## src/rtl/mc_ctrl_pkg.sv

```systemverilog
// mc_ctrl_pkg
// Shared definitions for the multicycle controller: the state enumeration
// (encoded in sequence order so the debug 'state' port reads 0..8), the
// opcode constants NOOP..HLT, the alu_op encodings and the width of the
// memory wait counter.
// Ports: none (package).
// Configuration: the controller honours the MC_CTRL_SWP_EN macro; nothing here
// depends on it.

package mc_ctrl_pkg;

    typedef enum logic [3:0] {
        ST_START0  = 4'd0,
        ST_START1  = 4'd1,
        ST_FETCH   = 4'd2,
        ST_DECODE  = 4'd3,
        ST_EXECUTE = 4'd4,
        ST_MEM     = 4'd5,
        ST_WB      = 4'd6,
        ST_WB2     = 4'd7,
        ST_HALT    = 4'd8
    } state_t;

    localparam logic [3:0] OP_NOOP = 4'd0;
    localparam logic [3:0] OP_LOD  = 4'd1;
    localparam logic [3:0] OP_STR  = 4'd2;
    localparam logic [3:0] OP_SWP  = 4'd3;
    localparam logic [3:0] OP_BRA  = 4'd4;
    localparam logic [3:0] OP_BRR  = 4'd5;
    localparam logic [3:0] OP_BNE  = 4'd6;
    localparam logic [3:0] OP_BNR  = 4'd7;
    localparam logic [3:0] OP_ALU  = 4'd8;
    localparam logic [3:0] OP_HLT  = 4'd15;

    // ALU_OP instructions use the 0x codes, every other opcode uses the ALU
    // for address arithmetic (1x); the low bit selects the immediate operand.
    localparam logic [1:0] ALU_ALU_REG = 2'b00;
    localparam logic [1:0] ALU_ALU_IMM = 2'b01;
    localparam logic [1:0] ALU_ADR_REG = 2'b10;
    localparam logic [1:0] ALU_ADR_IMM = 2'b11;

    // Wide enough for the largest allowed WAIT_MAX (255).
    localparam int WAIT_CNT_W = 8;

    function automatic logic [1:0] alu_code(input logic is_alu, input logic is_imm);
        if (is_alu) begin
            return is_imm ? ALU_ALU_IMM : ALU_ALU_REG;
        end
        return is_imm ? ALU_ADR_IMM : ALU_ADR_REG;
    endfunction

endpackage

```

## src/rtl/mc_wait_cnt.sv

```systemverilog
// mc_wait_cnt
// Counts the cycles the controller spends held in MEM waiting for dm_rdy.
// Ports:
//   clk    - clock, rising edge
//   rst_f  - asynchronous active-low reset, clears the count
//   clear  - synchronous clear (asserted whenever the controller is not in MEM)
//   enable - increment for one held cycle
//   tc     - terminal count: the current held cycle is the WAIT_MAX-th one,
//            so the count would reach WAIT_MAX on this edge

module mc_wait_cnt
    import mc_ctrl_pkg::*;
#(
    parameter int WAIT_MAX = 15
) (
    input  logic clk,
    input  logic rst_f,
    input  logic clear,
    input  logic enable,
    output logic tc
);

    logic [WAIT_CNT_W-1:0] count;

    always_ff @(posedge clk or negedge rst_f) begin
        if (!rst_f) begin
            count <= '0;
        end else if (clear) begin
            count <= '0;
        end else if (enable) begin
            count <= count + 1'b1;
        end
    end

    // Flag the cycle whose increment would reach WAIT_MAX, so the controller
    // can leave MEM on exactly the WAIT_MAX-th held cycle.
    assign tc = (count == WAIT_CNT_W'(WAIT_MAX - 1));

endmodule

```

## src/rtl/mc_ctrl.sv

```systemverilog
// mc_ctrl
// Multicycle processor control FSM: START0 -> START1 -> FETCH -> DECODE ->
// EXECUTE -> MEM -> WB (-> WB2) -> FETCH, with HALT on HLT or on a data
// memory timeout. Outputs are Moore decodes of the state plus the opcode/mm
// fields captured at the DECODE->EXECUTE edge; DECODE itself looks at the
// live IR fields for branch resolution.
// Ports:
//   clk, rst_f            - clock and asynchronous active-low reset
//   opcode, mm, stat      - IR opcode, IR condition/mode field, status flags
//   dm_rdy                - data memory completion
//   rf_we .. dm_req       - datapath controls; alu_op - ALU function select
//   halted, err           - in HALT / HALT was reached by memory timeout
//   state                 - current state, for debug
// Configuration: define MC_CTRL_SWP_EN to enable the two-cycle SWP writeback
// (WB -> WB2); without it SWP behaves as NOOP and WB2 is never entered.

module mc_ctrl
    import mc_ctrl_pkg::*;
#(
    parameter int OP_W     = 4,
    parameter int CC_W     = 4,
    parameter int AM_IMM   = 8,
    parameter int WAIT_MAX = 15
) (
    input  logic            clk,
    input  logic            rst_f,
    input  logic [OP_W-1:0] opcode,
    input  logic [CC_W-1:0] mm,
    input  logic [CC_W-1:0] stat,
    input  logic            dm_rdy,
    output logic            rf_we,
    output logic            wb_sel,
    output logic            rb_sel,
    output logic            pc_sel,
    output logic            pc_write,
    output logic            pc_rst,
    output logic            ir_load,
    output logic            br_sel,
    output logic            mux_16_sel,
    output logic            dm_we,
    output logic            dm_req,
    output logic [1:0]      alu_op,
    output logic            halted,
    output logic            err,
    output logic [3:0]      state
);

    state_t          cur_state, next_state;
    logic [OP_W-1:0] op_q;
    logic [CC_W-1:0] mm_q;
    logic [CC_W-1:0] stat_q;
    logic            mem_op_q;
    logic            imm_q;
    logic            br_taken;
    logic            wait_en;
    logic            wait_tc;
    logic            timeout;

    // The status snapshot is captured with the other fields but no state after
    // DECODE needs it; folding it here documents that it is deliberately idle.
    logic unused_stat;
    assign unused_stat = ^stat_q;

    assign mem_op_q = (op_q == OP_W'(OP_LOD)) || (op_q == OP_W'(OP_STR));
    assign imm_q    = (mm_q == CC_W'(AM_IMM));

    // BRA/BRR fire when any masked flag is set, BNE/BNR when none are.
    always_comb begin
        br_taken = 1'b0;
        if ((opcode == OP_W'(OP_BRA)) || (opcode == OP_W'(OP_BRR))) begin
            br_taken = ((stat & mm) != '0);
        end else if ((opcode == OP_W'(OP_BNE)) || (opcode == OP_W'(OP_BNR))) begin
            br_taken = ((stat & mm) == '0);
        end
    end

    // A held MEM cycle is a memory access still waiting on dm_rdy; the last
    // allowed one turns into a timeout.
    assign wait_en = (cur_state == ST_MEM) && mem_op_q && !dm_rdy;
    assign timeout = wait_en && wait_tc;

    mc_wait_cnt #(
        .WAIT_MAX (WAIT_MAX)
    ) u_wait_cnt (
        .clk    (clk),
        .rst_f  (rst_f),
        .clear  (cur_state != ST_MEM),
        .enable (wait_en),
        .tc     (wait_tc)
    );

    // State register; reset forces START0 immediately so every output drops
    // to its reset value without waiting for a clock.
    always_ff @(posedge clk or negedge rst_f) begin
        if (!rst_f) begin
            cur_state <= ST_START0;
        end else begin
            cur_state <= next_state;
        end
    end

    // IR fields are frozen on leaving DECODE so EXECUTE..WB are immune to the
    // IR changing underneath them. err latches a memory timeout until reset.
    always_ff @(posedge clk or negedge rst_f) begin
        if (!rst_f) begin
            op_q   <= '0;
            mm_q   <= '0;
            stat_q <= '0;
            err    <= 1'b0;
        end else begin
            if ((cur_state == ST_DECODE) && (next_state == ST_EXECUTE)) begin
                op_q   <= opcode;
                mm_q   <= mm;
                stat_q <= stat;
            end
            if (timeout) begin
                err <= 1'b1;
            end
        end
    end

    // Next-state and control decode; everything defaults to inactive.
    always_comb begin
        next_state = cur_state;
        rf_we      = 1'b0;
        wb_sel     = 1'b0;
        rb_sel     = 1'b0;
        pc_sel     = 1'b0;
        pc_write   = 1'b0;
        pc_rst     = 1'b0;
        ir_load    = 1'b0;
        br_sel     = 1'b0;
        mux_16_sel = 1'b0;
        dm_we      = 1'b0;
        dm_req     = 1'b0;
        alu_op     = 2'b00;
        halted     = 1'b0;

        case (cur_state)
            ST_START0: begin
                pc_rst     = 1'b1;
                next_state = ST_START1;
            end
            ST_START1: begin
                next_state = ST_FETCH;
            end
            ST_FETCH: begin
                pc_write   = 1'b1;
                ir_load    = 1'b1;
                next_state = ST_DECODE;
            end
            ST_DECODE: begin
                if (br_taken) begin
                    pc_sel   = 1'b1;
                    pc_write = 1'b1;
                    br_sel   = (opcode == OP_W'(OP_BRA)) || (opcode == OP_W'(OP_BNE));
                end
                rb_sel     = (opcode == OP_W'(OP_STR));
                next_state = (opcode == OP_W'(OP_HLT)) ? ST_HALT : ST_EXECUTE;
            end
            ST_EXECUTE: begin
                alu_op     = alu_code(op_q == OP_W'(OP_ALU), imm_q);
                next_state = ST_MEM;
            end
            ST_MEM: begin
                if (mem_op_q) begin
                    dm_req     = 1'b1;
                    dm_we      = (op_q == OP_W'(OP_STR));
                    mux_16_sel = imm_q;
                end
                if (timeout) begin
                    next_state = ST_HALT;
                end else if (!wait_en) begin
                    next_state = ST_WB;
                end
            end
            ST_WB: begin
                rf_we      = (op_q == OP_W'(OP_ALU)) || (op_q == OP_W'(OP_LOD));
                wb_sel     = (op_q == OP_W'(OP_LOD));
                next_state = ST_FETCH;
`ifdef MC_CTRL_SWP_EN
                if (op_q == OP_W'(OP_SWP)) begin
                    rf_we      = 1'b1;
                    next_state = ST_WB2;
                end
`endif
            end
            ST_WB2: begin
`ifdef MC_CTRL_SWP_EN
                rf_we  = 1'b1;
                rb_sel = 1'b1;
`endif
                next_state = ST_FETCH;
            end
            ST_HALT: begin
                halted = 1'b1;
            end
            default: begin
                next_state = ST_START0;
            end
        endcase
    end

    assign state = cur_state;

endmodule
```

## config.mk

```make
export PLATFORM = sky130hd
export DESIGN_NAME = mc_ctrl
export DESIGN_NICKNAME = d
export VERILOG_FILES = /design/src/rtl/mc_ctrl_pkg.sv /design/src/rtl/mc_wait_cnt.sv /design/src/rtl/mc_ctrl.sv
export SDC_FILE = /design/constraint.sdc
export NUM_CORES = 1
export LEC_CHECK = 0
export ABC_AREA = 0
export CAP_MARGIN = 30
export CORE_ASPECT_RATIO = 0.7
export CORE_UTILIZATION = 44
export CTS_CLUSTER_DIAMETER = 50
export DETAILED_ROUTE_END_ITERATION = 10
export GPL_ROUTABILITY_DRIVEN = 0
export MAX_ROUTING_LAYER = met4
export PLACE_DENSITY = 0.75
export SLEW_MARGIN = 5
export SYNTH_ARGS = -nofsm -noshare
export SYNTH_HDL_FRONTEND = slang
export SYNTH_SLANG_ARGS = --single-unit
export TNS_END_PERCENT = 5
```

## constraint.sdc

```tcl
create_clock -name clk -period 2.7 [get_ports clk]
set_clock_uncertainty 0.1 [all_clocks]
set_input_delay 0.54 -clock clk [delete_from_list [all_inputs] [get_ports clk]]
set_output_delay 0.54 -clock clk [all_outputs]
set_load 0.02 [all_outputs]
```

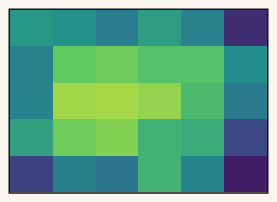
Figure 1: run 1, placement density heat map.
Drawn at 4 px/µm. The die is cut into 6 by 5 equal tiles; dark purple is low, yellow is high, 0 to 100% covered.
tiles over 75% full	23%
densest ninth of the die	middle
mean over tiles	55%
emptiest ninth of the die	bottom right
CORE AREA: 0.00251 mm²
fin util: 65.2%

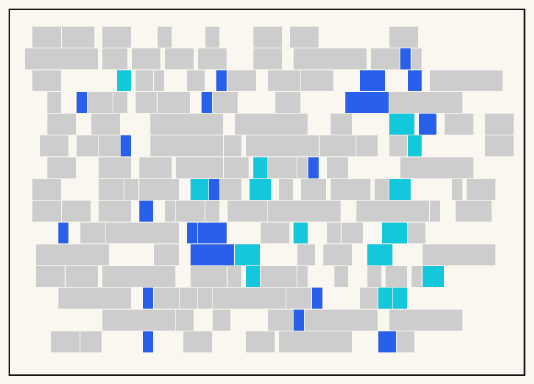
Figure 2: run 1, gate-type map.
Drawn at 8 px/µm.
family	colour	cells
aoi and oai cells	cyan	15
nor cells	blue	21
most frequent logic cell in the layout: clkdlybuf4s50_1
final std cells w/o fill: 192
logic share of the area: 38.9%

==> results.txt, run 1 <==
flow finished, numbers: status=complete, no violations, fraction of power consumed by the clock network=about 16%, Worst Setup End Kind=output pin, Die Wd=64.2 µm, DRT antenna net count=0, max-cap viol count=0, GRT busiest layer=met2, metal3 WL=between 100 and 150 µm, Floorplan Nets=approximately 140, number of DRC markers in iteration 0=95, Post-synth EDFFs=0, yosys warning tally=0, Worst-path clk slew=roughly 0.09 ns, Flop pwr share=39.1%, Post-synth top cells=dfrtp_1, nor2_1, nand3_1, P_comb=roughly 600 µW, CP max stage cell=clkdlybuf4s50_1, Final period util=97.4%, R2R Path End=op_q[2], largest area contributor in the netlist=dfrtp_1, R2R cell count=3, Worst slew margin=69.4%, routed length per placed instance=around 15 µm
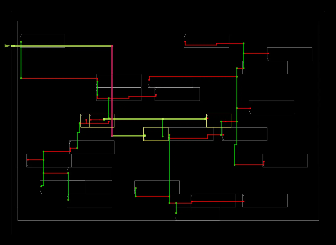
Figure 3: run 1, clock routing.
clk pwr: 213 µW
clkbuf count: 3

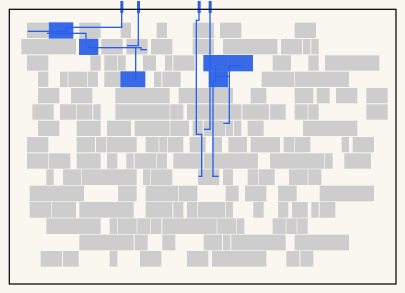
Figure 4: run 1, wires at chosen ports, followed through buffers.
Drawn at 6 px/µm.
port	colour	direction	edge	end cells	wire
`mm`	blue	input	top	6	134 µm
Buffers on Ports: 33
IO Pins: 34

## run 1: layout make-up
class | instances | area, µm²
Fill cell | 228 | 876
Multi-Input combinational cell | 88 | 638
Sequential cell | 21 | 526
Timing Repair Buffer | 40 | 368
Tap cell | 34 | 42.5
Clock buffer | 3 | 41.3
Inverter | 5 | 18.8
Clock inverter | 1 | 5.00
## run 1: state kept, by name, summed over array words and instances (netlist names)
name,count
err,1
mm_q,4
op_q,4
state,4
u_wait_cnt.count,8
## run 1: how the worst max path moves through the flow
stage | start | end | slack (ns) | cells past startpoint
global placement | mm[0] | pc_write | -0.19 | 6
floorplan | state[1] | pc_write | 0.23 | 3
CTS | mm[0] | pc_write | 0.01 | 6
finish | state[3] | dm_we | 0.07 | 4
global route | state[1] | rb_sel | 0.01 | 3
detailed placement | mm[0] | pc_write | -0.23 | 6
## run 1: stage by stage
step	util, %	instance area [µm²]	hold WS [ns]	total power, µW	setup WS, ns
floorplan	-	1190	0.144	898	0.225
global placement	63.6	1600	0.349	1120	-0.188
detailed placement	63.6	1600	0.352	1140	-0.233
CTS	65.4	1650	0.373	1340	0.0129
global route	65.2	1640	0.395	1420	0.0111
finish	65.2	1640	0.367	1340	0.0700
## run 1: worst max-delay path: cells and delay by family, from the launching register on
| family | cells | cell delay, ns |
|---|---|---|
| flops | 1 | 0.38 |
| buf+inv | 1 | 0.60 |
| simple gates | 3 | 0.75 |
## run 1: repair_timing
item | 4_1_cts | 5_1_grt
endpoints found under the hold margin | 0 | 0
resized | 9 | 5
setup endpoints to repair | 6 | 5
## run 1: kinds of logic after synthesis
group | after synthesis | share of synthesized area, %
buf+inv | 9 | 3.04
flops | 21 | 44.1
simple gates | 55 | 28.4
fa+ha+maj | 2 | 2.10
compound gates | 17 | 9.76
mux | 8 | 7.56
xor+xnor | 6 | 5.04
==> run 1 -> run 2 <==
- ABC_AREA: 0 -> default
- MAX_ROUTING_LAYER: met4 -> default
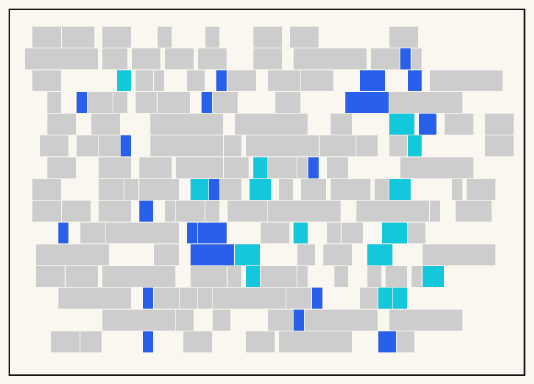
Figure 5: run 2, gate-type map.
Drawn at 8 px/µm.
family	colour	cells
nor cells	blue	21
aoi and oai cells	cyan	15

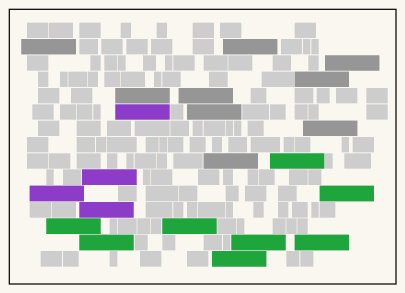
Figure 6: run 2, register map, names as in the netlist.
Drawn at 6 px/µm. Other sequential cells in the stronger grey, the rest of the logic in the fainter grey.
name in the netlist	colour	sequential cells
`u_wait_cnt.count`	green	8
`op_q`	purple	4
not coloured	9
Flop area: 526 µm²
register share of the cell area: 32.1%
Seq power: 524 µW

==> run 2 against run 1 <==
- synthesized cell count stayed put
- critical endpoint unchanged
- final area stayed put
- fmax hardly changed
- critical path type unchanged
- combinational power hardly changed
- clock power hardly changed
==> results.txt, run 2 <==
flow finished, numbers: status=complete, no violations, largest area contributor in the netlist=dfrtp_1, yosys warning tally=0 (unchanged), Design Power=1340 µW (+0.24%), placed inst area=0.00160 mm² (unchanged), Worst slew margin=69.3% (-0.17 points), fp_density=between 40% and 50%, DP Worst Slack=-0.233 ns (unchanged), Tool Warnings=27, Worst Setup End Kind=output pin, max FFs per register=8 (unchanged), Post-synth top cells=dfrtp_1, nor2_1, nand3_1, Setup TNS Final=0 ns, Floorplan Nets=135 (unchanged), CP top delay family=simple AND/OR/NAND/NOR gates, WP data required=2.06 ns, max-cap viol count=0 (unchanged), most frequent logic cell in the layout=clkdlybuf4s50_1, Hold Slack=0.366 ns (-0.000254 ns), DRT antenna net count=0 (unchanged), CP Buf/Inv Count=1 (unchanged), routed length per placed instance=15.2 µm (+0.76%), Final WS setup=0.0691 ns (-0.000900 ns), P per Cell Area=817 mW/mm², number of DRC markers in iteration 0=105 (+11%), Worst-path clk slew=0.09 ns (about the same), fin util=65.2% (unchanged), Post-synth EDFFs=0 (unchanged), Filler cells=228 (unchanged), CP max stage cell=clkdlybuf4s50_1, Design Area, Final=0.00164 mm² (unchanged), final std cells w/o fill=192 (unchanged), Final period util=97.4% (about the same)
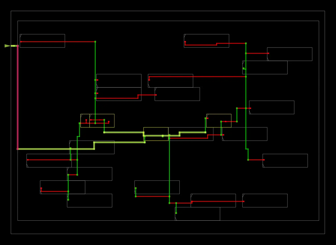
Figure 7: run 2, clock routing.
Num CTS Buffers: 3
clk_lat worst skew: 0.27 ns

-- run 2: cell counts after synthesis --
Identical to the previous run, type by type.
-- run 2: what timing repair did --
action                                  CTS  global route
gates resized                             9             5
endpoints found under the setup margin    6             5
hold buffers                              0             0
pin swaps                                 0             0
-- run 2: final timing paths --
check,from,endpoint,slack [ns],depth (start not counted)
max,state[3],dm_we,0.07,4
min,err,err,0.37,2
max reg2reg,state[0],op_q[0],0.89,3
min reg2reg,err,err,0.37,2
max in group asynchronous,rst_f,state[3],1.77,2
min in group asynchronous,rst_f,mm_q[1],0.51,2
-- run 2: kinds of logic (layout without fill, tap and decap cells) --
group	Yosys count	after routing	share of synthesized area, %
simple gates	55	55	28.4
flops	21	21	44.1
compound gates	17	17	9.76
buf+inv	9	49	3.04
mux	8	8	7.56
xor+xnor	6	6	5.04
fa+ha+maj	2	2	2.10
-- run 2: power by group --
| group | internal (µW) | switching [µW] |
|---|---|---|
| Clock | 103 | 111 |
| Combinational | 305 | 296 |
| Sequential | 401 | 123 |
-- run 2: worst reg2reg max path: cells and delay by family (launching register included) --
kind / cells / cell delay [ns]
flops: 1 / 0.51
mux: 1 / 0.39
simple gates: 2 / 0.68
-- run 2: final cells by class --
| type | instances | area, µm² | share of cell area (%) |
|---|---|---|---|
| Clock buffer | 3 | 41.3 | 2.52 |
| Clock inverter | 1 | 5.00 | 0.305 |
| Inverter | 5 | 18.8 | 1.15 |
| Multi-Input combinational cell | 88 | 638 | 38.9 |
| Sequential cell | 21 | 526 | 32.1 |
| Tap cell | 34 | 42.5 | 2.60 |
| Timing Repair Buffer | 40 | 368 | 22.4 |
-- run 2: layer usage --
layer	GRT usage (%)	wire length [µm]	vias to the layer above
li1	-	-	516
met5	0	0	-
met4	6.22	21	0
met3	4.50	153	2
met1	31.5	1430	517
met2	36.4	1320	34
Power and IR drop assume default switching activity.
